==> config.mk <==
export PLATFORM = sky130hd
export DESIGN_NAME = fifo_rd_drain
export DESIGN_NICKNAME = d
export VERILOG_FILES = /design/src/rtl/fifo_rd_drain.sv
export SDC_FILE = /design/constraint.sdc
export NUM_CORES = 1
export LEC_CHECK = 0
export CAP_MARGIN = 5
export CELL_PAD_IN_SITES_DETAIL_PLACEMENT = 0
export CELL_PAD_IN_SITES_GLOBAL_PLACEMENT = 1
export CORE_MARGIN = 3
export CORE_UTILIZATION = 37
export DETAILED_ROUTE_END_ITERATION = 16
export PLACE_DENSITY_LB_ADDON = 0.1
export SETUP_SLACK_MARGIN = 0.2
export SYNTH_ARGS = -nofsm -noshare
export SYNTH_HDL_FRONTEND = slang
export SYNTH_SLANG_ARGS = --single-unit
==> constraint.sdc <==
create_clock -name rd_clk -period 1.6 [get_ports rd_clk]
set_input_delay 0.16 -clock rd_clk [delete_from_list [all_inputs] [get_ports rd_clk]]
set_output_delay 0.16 -clock rd_clk [all_outputs]
set_load 0.05 [all_outputs]
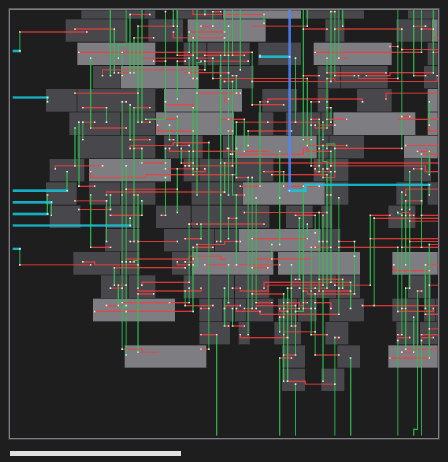
run_1/closeup.png
The bar under the picture is 20 microns long. Region (0, 0) to (50, 50) microns. Cells in grey, sequential cells in the stronger grey; small squares are vias.
M1: drawn in red. M4: drawn in blue. M2: drawn in green. M3: drawn in cyan.
Most frequent: buf_4 (16), dfrtp_2 (11). Sequential cells in the window: 17. 100 logic cells have their middle in the window.

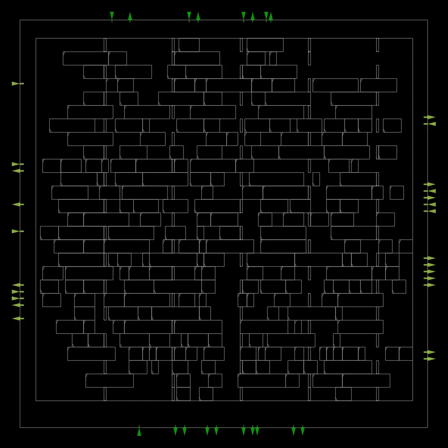
run_1/placed.png
Core Region: 5610 sq um
utilization after layout: 0.574
Core Rows: 27

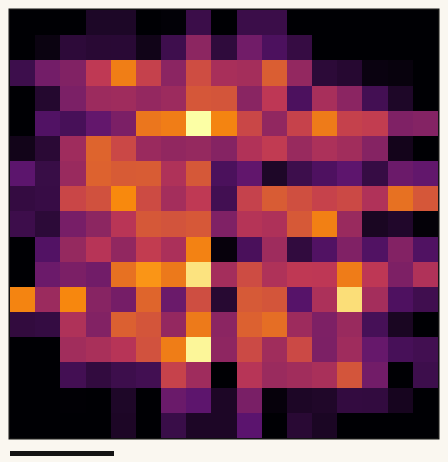
run_1/route_heat.png
The bar under the picture is 20 microns long. The die is cut into 17 by 17 equal tiles; black is low, pale yellow is high, scaled to the fullest tile. Values are wire area over tile area, all layers added.
24% of the tiles are over half the peak. The mean over all tiles is 0.11. The emptiest ninth of the die: upper right.
Wirelength per Cell: 15.0 microns
total vias in the final route: 1541
GRT Total Usage: 0.149
WL final: 4.70 mm

==> run notes, run 1 <==
impl run done, here's what came out: clk latency late pin=0.29 ns, metal3 WL=198 microns, final hold slack=0.444 ns, outcome=complete, but fails checks, Max clock buf depth=2, Setup Buffers After CTS=13, uppermost routed layer=met4, kind of critical path=reg2out, registers=48, vias per inst=4.91, fraction of layout cells with a size suffix above 1=0.566, area grow syn2layout=48.3%, DR pass1 iterations=2, NetSw=2.77 mW, crit start category=flip-flop, Setup violations, final=2, post-layout min period=1.67 ns, Fin. Hold Viols=0, max reg flops=24, Top FF cell, synth=dfrtp_1, Clock-cell share=0.0334, Worst R2R Setup Slack=0.14 ns, CP required=1.44 ns, PnR worst setup slack=-0.0733 ns, design area=3220 sq um, CP arrival=1.51 ns, ys async rst share=1.00, Power, Total=6.88 mW, Sw Ratio=0.403, failing checks=negative setup slack, most numerous cell in the Yosys netlist=dfrtp_1, post-synth cell types=30, Non-clock buffers=66, Layout Nets=259, HPWL after detailed placement=3.33 mm
==> run 2, diff against run 1 <==
ABC_CLOCK_PERIOD_IN_PS = 1600   (was default)
GPL_TIMING_DRIVEN = 0   (was default)
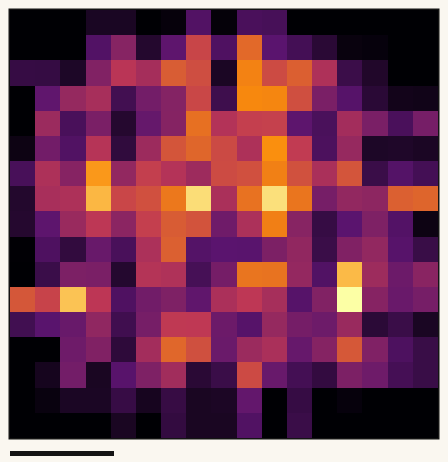
run_2/route_heat.png
The bar under the picture is 20 microns long. The die is cut into 17 by 17 equal tiles; black is low, pale yellow is high, scaled to the fullest tile. Values are wire area over tile area, all layers added.
19% of the tiles are over half the peak. The densest ninth of the die: centre. The fullest tile reaches 0.38. The mean over all tiles is 0.11.
total vias in the final route: 1531
Wirelength per Cell: 15.8 microns
GRT Total Usage: 0.161
WL final: 4.92 mm

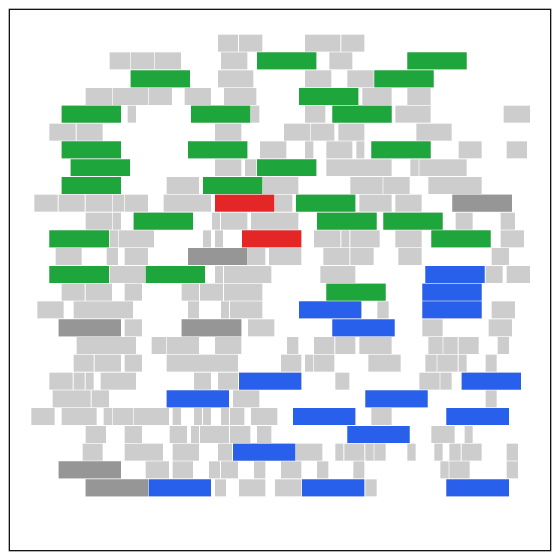
run_2/ff_map.png
Other sequential cells in the stronger grey, the rest of the logic in the fainter grey.
rd_ptr: drawn in red, placed flops 2. ram: drawn in green, placed flops 24. rd_count: drawn in blue, placed flops 16.
register area: 1220 sq um
utilization after layout: 0.558
Flop+latch power: 2.11 mW
Seq area share: 0.390

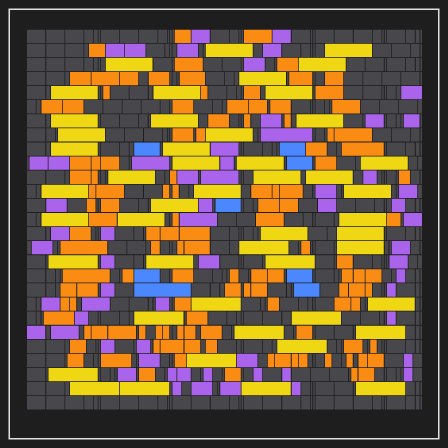
run_2/class_map.png
Fill, decap, tap and diode cells in grey.
remaining buffers and delay cells: drawn in purple, cells 61, share of their area 20%. clock drivers and dummy loads: drawn in blue, cells 8, share of their area 4.2%. registers: drawn in yellow, cells 48, share of their area 40%. remaining logic cells: drawn in orange, cells 122, share of their area 36%.
design area: 3130 sq um

==> run 2 against run 1 <==
The run still ends with negative setup slack left. Synthesized area did not move. Die area did not move. Clock skew rose by 0.0036 ns. Fmax fell by 3.1%. Setup slack got worse by 0.053 ns. Hold slack got worse by 0.022 ns. Global-route usage rose by 1.2 points. Final area fell by 2.9%. Routed wire length rose by 4.6%. Sequential share of layout area rose by 1.0 points. Register-to-register slack got worse by 0.07 ns.
==> run notes, run 2 <==
impl run done, here's what came out: post-synth cell types=30, Core Rows=27, vias per inst=4.92, ys async rst share=1.00, Setup violations, final=5, final hold slack=0.422 ns, crit start category=flip-flop, clk latency late pin=0.30 ns, max reg flops=24, PnR worst setup slack=-0.126 ns, Power, Total=6.56 mW, CP required=1.44 ns, failing checks=negative setup slack, Fin. Hold Viols=0, outcome=complete, but fails checks, Non-clock buffers=61, Layout Nets=256, registers=48, fraction of layout cells with a size suffix above 1=0.506, uppermost routed layer=met4, area grow syn2layout=44.0%, Worst R2R Setup Slack=0.07 ns, Sw Ratio=0.410, Setup Buffers After CTS=9, CP arrival=1.57 ns, NetSw=2.69 mW
Power is estimated from default activity; no workload was simulated.
